==> src/rtl/l2_request_arbiter_if.sv <==
// L1-facing request/response and L2-facing port bundle of the L2 request arbiter.
// Signal suffixes are from the arbiter's point of view.
interface l2_request_arbiter_if #(
   parameter int unsigned BW_ADDR = 24
);
   logic [1:0]         req_i;
   logic [1:0]         rw_i;
   logic [BW_ADDR-1:0] add0_i;
   logic [BW_ADDR-1:0] add1_i;
   logic [BW_ADDR-1:0] ref_add0_i;
   logic [BW_ADDR-1:0] ref_add1_i;
   logic [31:0]        data0_i;
   logic [31:0]        data1_i;
   logic [1:0]         done_o;
   logic [31:0]        data_o;
   logic               l2_enable_i;
   logic               l2_req_o;
   logic               l2_rw_o;
   logic [BW_ADDR-1:0] l2_add_o;
   logic [BW_ADDR-1:0] l2_ref_add_o;
   logic [31:0]        l2_data_o;
   logic               l2_done_i;
   logic [31:0]        l2_data_i;
   logic [1:0]         grant_o;
   logic               error_o;
   logic [31:0]        gnt_count0_o;
   logic [31:0]        gnt_count1_o;

   modport slave (
      input  req_i, rw_i, add0_i, add1_i, ref_add0_i, ref_add1_i, data0_i, data1_i,
             l2_enable_i, l2_done_i, l2_data_i,
      output done_o, data_o, l2_req_o, l2_rw_o, l2_add_o, l2_ref_add_o, l2_data_o,
             grant_o, error_o, gnt_count0_o, gnt_count1_o
   );

   modport master (
      output req_i, rw_i, add0_i, add1_i, ref_add0_i, ref_add1_i, data0_i, data1_i,
             l2_enable_i, l2_done_i, l2_data_i,
      input  done_o, data_o, l2_req_o, l2_rw_o, l2_add_o, l2_ref_add_o, l2_data_o,
             grant_o, error_o, gnt_count0_o, gnt_count1_o
   );
endinterface

==> src/rtl/l2_request_arbiter.sv <==
// Round-robin arbiter sharing the L2 port between L1I (0) and L1D (1); one outstanding
// transaction, registered outputs, sticky watchdog flag and per-requester grant counters.
module l2_request_arbiter #(
   parameter int unsigned BW_ADDR        = 24,
   parameter int unsigned TIMEOUT_CYCLES = 1024
) (
   input logic                 clock_i,
   input logic                 reset_i,
   l2_request_arbiter_if.slave bus
);
   localparam int unsigned WDW = (TIMEOUT_CYCLES > 0) ? $clog2(TIMEOUT_CYCLES + 1) : 1;
   localparam logic [WDW-1:0] WD_MAX = WDW'(TIMEOUT_CYCLES);

   typedef enum logic [2:0] {IDLE, ISSUE, WAIT, RESP, HOLD} state_t;

   state_t             state_q, state_d;
   logic               last_grant_q, last_grant_d;
   logic [1:0]         grant_q, grant_d;
   logic [1:0]         done_q, done_d;
   logic               l2_req_q, l2_req_d;
   logic               rw_q, rw_d;
   logic               error_q, error_d;
   logic [BW_ADDR-1:0] add_q, add_d;
   logic [BW_ADDR-1:0] ref_q, ref_d;
   logic [31:0]        wdata_q, wdata_d;
   logic [31:0]        rdata_q, rdata_d;
   logic [31:0]        cnt0_q, cnt0_d;
   logic [31:0]        cnt1_q, cnt1_d;
   logic [WDW-1:0]     wd_q, wd_d;
   logic               grant_ok;
   logic               win;

   assign grant_ok = bus.l2_enable_i && (bus.req_i != 2'b00);
   // Requester 1 wins when alone, or on contention when requester 0 was served last.
   assign win      = bus.req_i[1] && (!bus.req_i[0] || !last_grant_q);

   always_ff @(posedge clock_i) begin
      if (reset_i) begin
         state_q      <= IDLE;
         last_grant_q <= 1'b1;
         grant_q      <= '0;
         done_q       <= '0;
         l2_req_q     <= 1'b0;
         rw_q         <= 1'b0;
         error_q      <= 1'b0;
         add_q        <= '0;
         ref_q        <= '0;
         wdata_q      <= '0;
         rdata_q      <= '0;
         cnt0_q       <= '0;
         cnt1_q       <= '0;
         wd_q         <= '0;
      end else begin
         state_q      <= state_d;
         last_grant_q <= last_grant_d;
         grant_q      <= grant_d;
         done_q       <= done_d;
         l2_req_q     <= l2_req_d;
         rw_q         <= rw_d;
         error_q      <= error_d;
         add_q        <= add_d;
         ref_q        <= ref_d;
         wdata_q      <= wdata_d;
         rdata_q      <= rdata_d;
         cnt0_q       <= cnt0_d;
         cnt1_q       <= cnt1_d;
         wd_q         <= wd_d;
      end
   end

   always_comb begin
      state_d = state_q;
      unique case (state_q)
         IDLE:    if (grant_ok) state_d = ISSUE;
         ISSUE:   state_d = WAIT;
         WAIT:    if (bus.l2_done_i) state_d = RESP;
         RESP:    state_d = HOLD;
         HOLD:    state_d = IDLE;
         default: state_d = IDLE;
      endcase
   end

   always_comb begin
      last_grant_d = last_grant_q;
      grant_d      = grant_q;
      done_d       = '0;
      l2_req_d     = 1'b0;
      rw_d         = rw_q;
      error_d      = error_q;
      add_d        = add_q;
      ref_d        = ref_q;
      wdata_d      = wdata_q;
      rdata_d      = rdata_q;
      cnt0_d       = cnt0_q;
      cnt1_d       = cnt1_q;
      wd_d         = wd_q;
      unique case (state_q)
         IDLE: begin
            if (grant_ok) begin
               l2_req_d = 1'b1;
               grant_d  = win ? 2'b10 : 2'b01;
               rw_d     = bus.rw_i[win];
               add_d    = win ? bus.add1_i : bus.add0_i;
               ref_d    = win ? bus.ref_add1_i : bus.ref_add0_i;
               wdata_d  = win ? bus.data1_i : bus.data0_i;
               if (win) cnt1_d = cnt1_q + 32'd1;
               else     cnt0_d = cnt0_q + 32'd1;
            end
         end
         ISSUE: wd_d = '0;
         WAIT: begin
            if (bus.l2_done_i) begin
               rdata_d = bus.l2_data_i;
               done_d  = grant_q;
            end else begin
               wd_d = (wd_q == WD_MAX) ? wd_q : wd_q + 1'b1;
               if ((TIMEOUT_CYCLES != 0) && (wd_d == WD_MAX)) error_d = 1'b1;
            end
         end
         RESP: begin
            last_grant_d = grant_q[1];
            grant_d      = '0;
         end
         default: ;
      endcase
   end

   assign bus.done_o       = done_q;
   assign bus.data_o       = rdata_q;
   assign bus.l2_req_o     = l2_req_q;
   assign bus.l2_rw_o      = rw_q;
   assign bus.l2_add_o     = add_q;
   assign bus.l2_ref_add_o = ref_q;
   assign bus.l2_data_o    = wdata_q;
   assign bus.grant_o      = grant_q;
   assign bus.error_o      = error_q;
   assign bus.gnt_count0_o = cnt0_q;
   assign bus.gnt_count1_o = cnt1_q;
endmodule

==> src/flat_wrapper.sv <==
// flat-port wrapper written by rule: the top's interface ports become plain ports
module l2_request_arbiter_flat 
#(
   parameter int unsigned BW_ADDR        = 24,
   parameter int unsigned TIMEOUT_CYCLES = 1024
)
  (clock_i, reset_i, bus_req_i, bus_rw_i, bus_add0_i, bus_add1_i, bus_ref_add0_i, bus_ref_add1_i, bus_data0_i, bus_data1_i, bus_l2_enable_i, bus_l2_done_i, bus_l2_data_i, bus_done_o, bus_data_o, bus_l2_req_o, bus_l2_rw_o, bus_l2_add_o, bus_l2_ref_add_o, bus_l2_data_o, bus_grant_o, bus_error_o, bus_gnt_count0_o, bus_gnt_count1_o);
  l2_request_arbiter_if #(.BW_ADDR(BW_ADDR)) bus_i ();
  input logic clock_i;
  input logic reset_i;
  input wire logic [$bits(bus_i.req_i)-1:0] bus_req_i;
  input wire logic [$bits(bus_i.rw_i)-1:0] bus_rw_i;
  input wire logic [$bits(bus_i.add0_i)-1:0] bus_add0_i;
  input wire logic [$bits(bus_i.add1_i)-1:0] bus_add1_i;
  input wire logic [$bits(bus_i.ref_add0_i)-1:0] bus_ref_add0_i;
  input wire logic [$bits(bus_i.ref_add1_i)-1:0] bus_ref_add1_i;
  input wire logic [$bits(bus_i.data0_i)-1:0] bus_data0_i;
  input wire logic [$bits(bus_i.data1_i)-1:0] bus_data1_i;
  input wire logic [$bits(bus_i.l2_enable_i)-1:0] bus_l2_enable_i;
  input wire logic [$bits(bus_i.l2_done_i)-1:0] bus_l2_done_i;
  input wire logic [$bits(bus_i.l2_data_i)-1:0] bus_l2_data_i;
  output wire logic [$bits(bus_i.done_o)-1:0] bus_done_o;
  output wire logic [$bits(bus_i.data_o)-1:0] bus_data_o;
  output wire logic [$bits(bus_i.l2_req_o)-1:0] bus_l2_req_o;
  output wire logic [$bits(bus_i.l2_rw_o)-1:0] bus_l2_rw_o;
  output wire logic [$bits(bus_i.l2_add_o)-1:0] bus_l2_add_o;
  output wire logic [$bits(bus_i.l2_ref_add_o)-1:0] bus_l2_ref_add_o;
  output wire logic [$bits(bus_i.l2_data_o)-1:0] bus_l2_data_o;
  output wire logic [$bits(bus_i.grant_o)-1:0] bus_grant_o;
  output wire logic [$bits(bus_i.error_o)-1:0] bus_error_o;
  output wire logic [$bits(bus_i.gnt_count0_o)-1:0] bus_gnt_count0_o;
  output wire logic [$bits(bus_i.gnt_count1_o)-1:0] bus_gnt_count1_o;
  assign bus_i.req_i = bus_req_i;
  assign bus_i.rw_i = bus_rw_i;
  assign bus_i.add0_i = bus_add0_i;
  assign bus_i.add1_i = bus_add1_i;
  assign bus_i.ref_add0_i = bus_ref_add0_i;
  assign bus_i.ref_add1_i = bus_ref_add1_i;
  assign bus_i.data0_i = bus_data0_i;
  assign bus_i.data1_i = bus_data1_i;
  assign bus_i.l2_enable_i = bus_l2_enable_i;
  assign bus_i.l2_done_i = bus_l2_done_i;
  assign bus_i.l2_data_i = bus_l2_data_i;
  assign bus_done_o = bus_i.done_o;
  assign bus_data_o = bus_i.data_o;
  assign bus_l2_req_o = bus_i.l2_req_o;
  assign bus_l2_rw_o = bus_i.l2_rw_o;
  assign bus_l2_add_o = bus_i.l2_add_o;
  assign bus_l2_ref_add_o = bus_i.l2_ref_add_o;
  assign bus_l2_data_o = bus_i.l2_data_o;
  assign bus_grant_o = bus_i.grant_o;
  assign bus_error_o = bus_i.error_o;
  assign bus_gnt_count0_o = bus_i.gnt_count0_o;
  assign bus_gnt_count1_o = bus_i.gnt_count1_o;
  l2_request_arbiter #(.BW_ADDR(BW_ADDR), .TIMEOUT_CYCLES(TIMEOUT_CYCLES)) u_core (.clock_i(clock_i), .reset_i(reset_i), .bus(bus_i));
endmodule
==> config.mk <==
export PLATFORM = sky130hd
export DESIGN_NAME = l2_request_arbiter_flat
export DESIGN_NICKNAME = d
export VERILOG_FILES = /design/src/rtl/l2_request_arbiter_if.sv /design/src/rtl/l2_request_arbiter.sv /design/src/flat_wrapper.sv
export SDC_FILE = /design/constraint.sdc
export NUM_CORES = 1
export LEC_CHECK = 0
export CAP_MARGIN = 15
export CORE_AREA = 2 2 154 156
export CTS_CLUSTER_SIZE = 20
export DETAILED_ROUTE_END_ITERATION = 8
export DIE_AREA = 0 0 156 158
export GPL_ROUTABILITY_DRIVEN = 1
export GPL_TIMING_DRIVEN = 0
export PLACE_DENSITY = 0.76
export SKIP_LAST_GASP = 1
export SLEW_MARGIN = 40
export SYNTH_ARGS = -nofsm -noshare
export SYNTH_HDL_FRONTEND = slang
export SYNTH_SLANG_ARGS = --single-unit
==> constraint.sdc <==
create_clock -name clock_i -period 1.8 [get_ports clock_i]
set_input_delay 0.54 -clock clock_i [delete_from_list [all_inputs] [get_ports clock_i]]
set_output_delay 0.54 -clock clock_i [all_outputs]
set_load 0.03 [all_outputs]
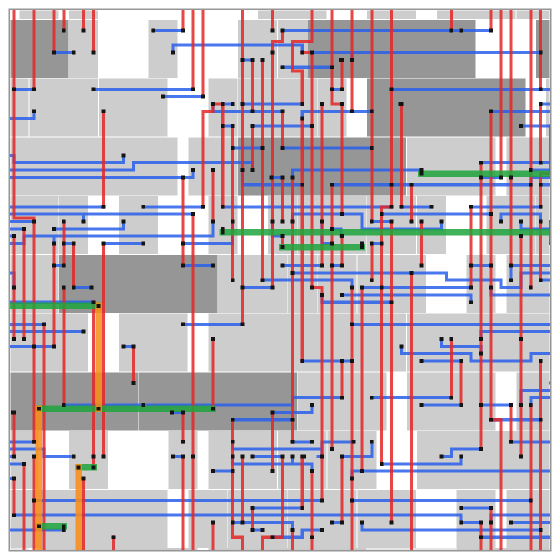
**Above:** close-up of the layout.
Region (104, 106) to (129, 131) um. Cells in grey, sequential cells in the stronger grey; small squares are vias.
blue -> M1
green -> M3
red -> M2
orange -> M4
most frequent = clkbuf_1 (5), nor2_1 (5)
cells with their middle in the window = 55
netlist names of flops here include = u_core.bus.gnt_count0_o (5), u_core.bus.done_o (1)
sequential cells in the window = 6

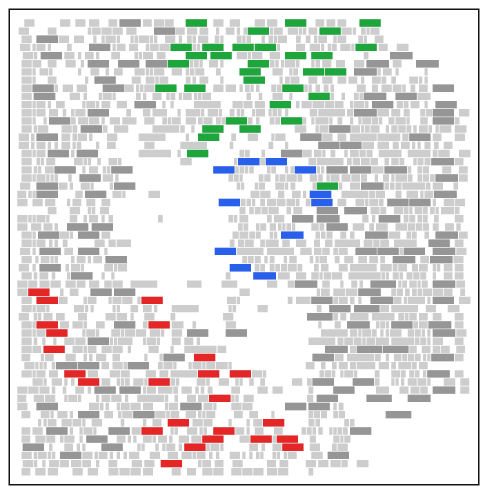
**Above:** sequential cells grouped by signal name.
(3 px per um) Other sequential cells in the stronger grey, the rest of the logic in the fainter grey.
blue -> u_core.wd_q  # flops 11, where centre
green -> u_core.bus.data_o  # flops 32, where top centre
red -> u_core.bus.l2_add_o  # flops 24
power in sequential cells: 4760 uW
area taken by flip-flops and latches: 0.00403 mm^2
utilization after layout: 0.601
share of the final layout cell area in sequential cells: 0.291

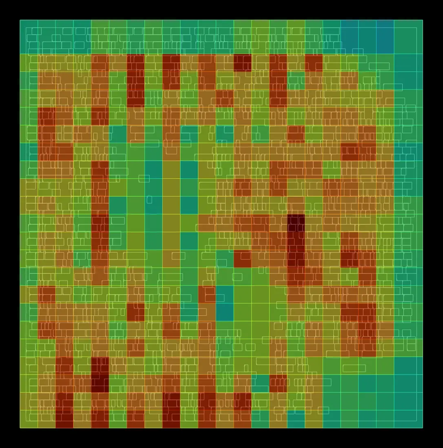
**Above:** congestion heat map.
GR Layer Usage met2: 0.436
combined global-route utilization of all metal layers: 0.250
met1 global-route usage: 0.283
per-cell routed wire length: 17.9 um
most utilized layer in the global route result: met2

==> run notes <==
Implementation summary

The run finished, with violations left. The checks that failed: setup timing. The power per unit of standard cell area is 808 mW/mm^2.

The number of flops mapped to enable cells by yosys is 0. The count of antenna-violating nets left after detailed routing is 0. The global route stage reports its total congestion overflow as 0. The count of instantiated cells in the yosys netlist is 1084. According to the floorplan report, the total die area is 0.0246 mm^2.

The timing report gives the clock slew at the launch and capture registers of the worst setup and hold paths as 0.07 ns. The critical path in the final layout is reported with a setup slack of -0.116 ns. The weighted congestion at the end of routability-driven global placement is 0.897.

The post-synthesis cell count is 1084. The placement report lists the number of port buffers as 381. The hold buffer count at cts is 0. Total power for the finished layout comes to 11200 uW. The cell area that synthesis handed to floorplanning was 0.00861 mm^2. The TritonCTS clock tree is built. Of the synthesized area, sequential elements account for 0.460. In this run the clock root is driven by a clkbuf_16.

The type of origin of the critical path is a register. The leakage component of the power is 0.00563 uW. Post-route period utilization is reported as 1.06. Clock tree synthesis inserted a total of 17 buffers. The initial DRC count is 617. Max-cap violations in this run came to 0. Setup violations remaining at the end of the flow were counted as 12. The maximum vdd ir drop is 0.476 mV.

According to the finish report, the design has a final net count of 1713.
==> critical path, stage by stage, from the launching register on <==
cell and delay [ns]:
dfxtp_1 0.43, nand4_1 0.31, nor2_2 0.30, nand4_4 0.16, buf_6 0.15, or3_1 0.36
a21oi_1 0.14
==> power breakdown <==
group,total (uW),internal [uW],leakage [uW],switching (uW)
sequential,4760,4620,0.00164,142
clock,4110,2290,0.000296,1820
combinational,2330,986,0.00370,1340
==> state kept, by name, summed over array words and instances, names as in the netlist <==
signal,cells
u_core.bus.data_o,32
u_core.bus.gnt_count0_o,32
u_core.bus.gnt_count1_o,32
u_core.bus.l2_data_o,32
u_core.bus.l2_add_o,24
u_core.bus.l2_ref_add_o,24
u_core.wd_q,11
u_core.state_q,3
u_core.bus.done_o,2
u_core.bus.grant_o,2
u_core.bus.error_o,1
u_core.bus.l2_req_o,1
u_core.bus.l2_rw_o,1
u_core.last_grant_q,1
==> logic make-up (layout without fill, tap and decap cells) <==
group	Yosys count	after routing	synth area share
adders and majority gates	4	4	0.00581
buffers and inverters	90	527	0.0419
xor gates and xnor gates	48	48	0.0488
and+or+nand+nor	552	552	0.291
AOI/OAI and AO/OA	189	189	0.149
DFF	198	198	0.460
other	0	5	0
muxes	3	3	0.00349
==> routing by layer <==
| metal | share of wire | track usage | wire, um |
|---|---|---|---|
| met4 | 0.028 | 0.109 | 908 |
| met5 | 0 | 0 | 0 |
| met2 | 0.50 | 0.436 | 16100 |
| met3 | 0.081 | 0.0775 | 2620 |
| met1 | 0.39 | 0.283 | 12800 |
==> repair_timing <==
item / 4_1_cts / 5_1_grt
cloned: 1 / 0
pin swaps: 13 / 19
resized: 318 / 90
endpoints found under the setup margin: 367 / 204
buffers inserted: 17 / 9
==> worst min-delay path by stage <==
stage / startpoint / slack, ns / cells past startpoint / endpoint
global route: u_core.bus.data_o[9] / 0.48 / 2 / u_core.bus.data_o[9]
global placement: u_core.bus.data_o[4] / 0.44 / 2 / u_core.bus.data_o[4]
CTS: u_core.bus.data_o[18] / 0.45 / 2 / u_core.bus.data_o[18]
detailed placement: u_core.bus.data_o[18] / 0.45 / 2 / u_core.bus.data_o[18]
floorplan: u_core.wd_q[10] / 0.46 / 2 / u_core.wd_q[10]
finish: u_core.bus.data_o[18] / 0.45 / 2 / u_core.bus.data_o[18]
==> cell type report <==
class	count	area, um^2
Buffer	74	454
Tap cell	290	363
Clock buffer	19	453
Antenna cell	5	12.5
Multi-Input combinational cell	796	4490
Fill cell	2046	9190
Inverter	14	52.6
Sequential cell	198	4030
Clock inverter	12	166
Timing Repair Buffer	408	3840
==> cells in the mapped netlist (2+ instances only) <==
cell type and number:
nand2_1 257, dfxtp_1 198, nor2_1 137, a311oi_1 81
a21oi_1 68, clkbuf_1 65, nand3_1 29, nand4_1 29
o21ai_0 29, xnor2_1 28, or3_1 25, nor3_1 21
xor2_1 20, inv_1 14, nor4_1 9, nor2b_1 8
and4_1 7, and3_1 5, buf_1 5, and2_1 4
ha_1 4, a211oi_1 3, buf_2 3, mux2i_1 3
nand2b_1 3, nor3b_1 3, buf_6 2, nand4_4 2
nor2_2 2, nor4_2 2, or2_2 2, or4_1 2
Power figures rest on the tool's default switching activity, not on a simulated workload.
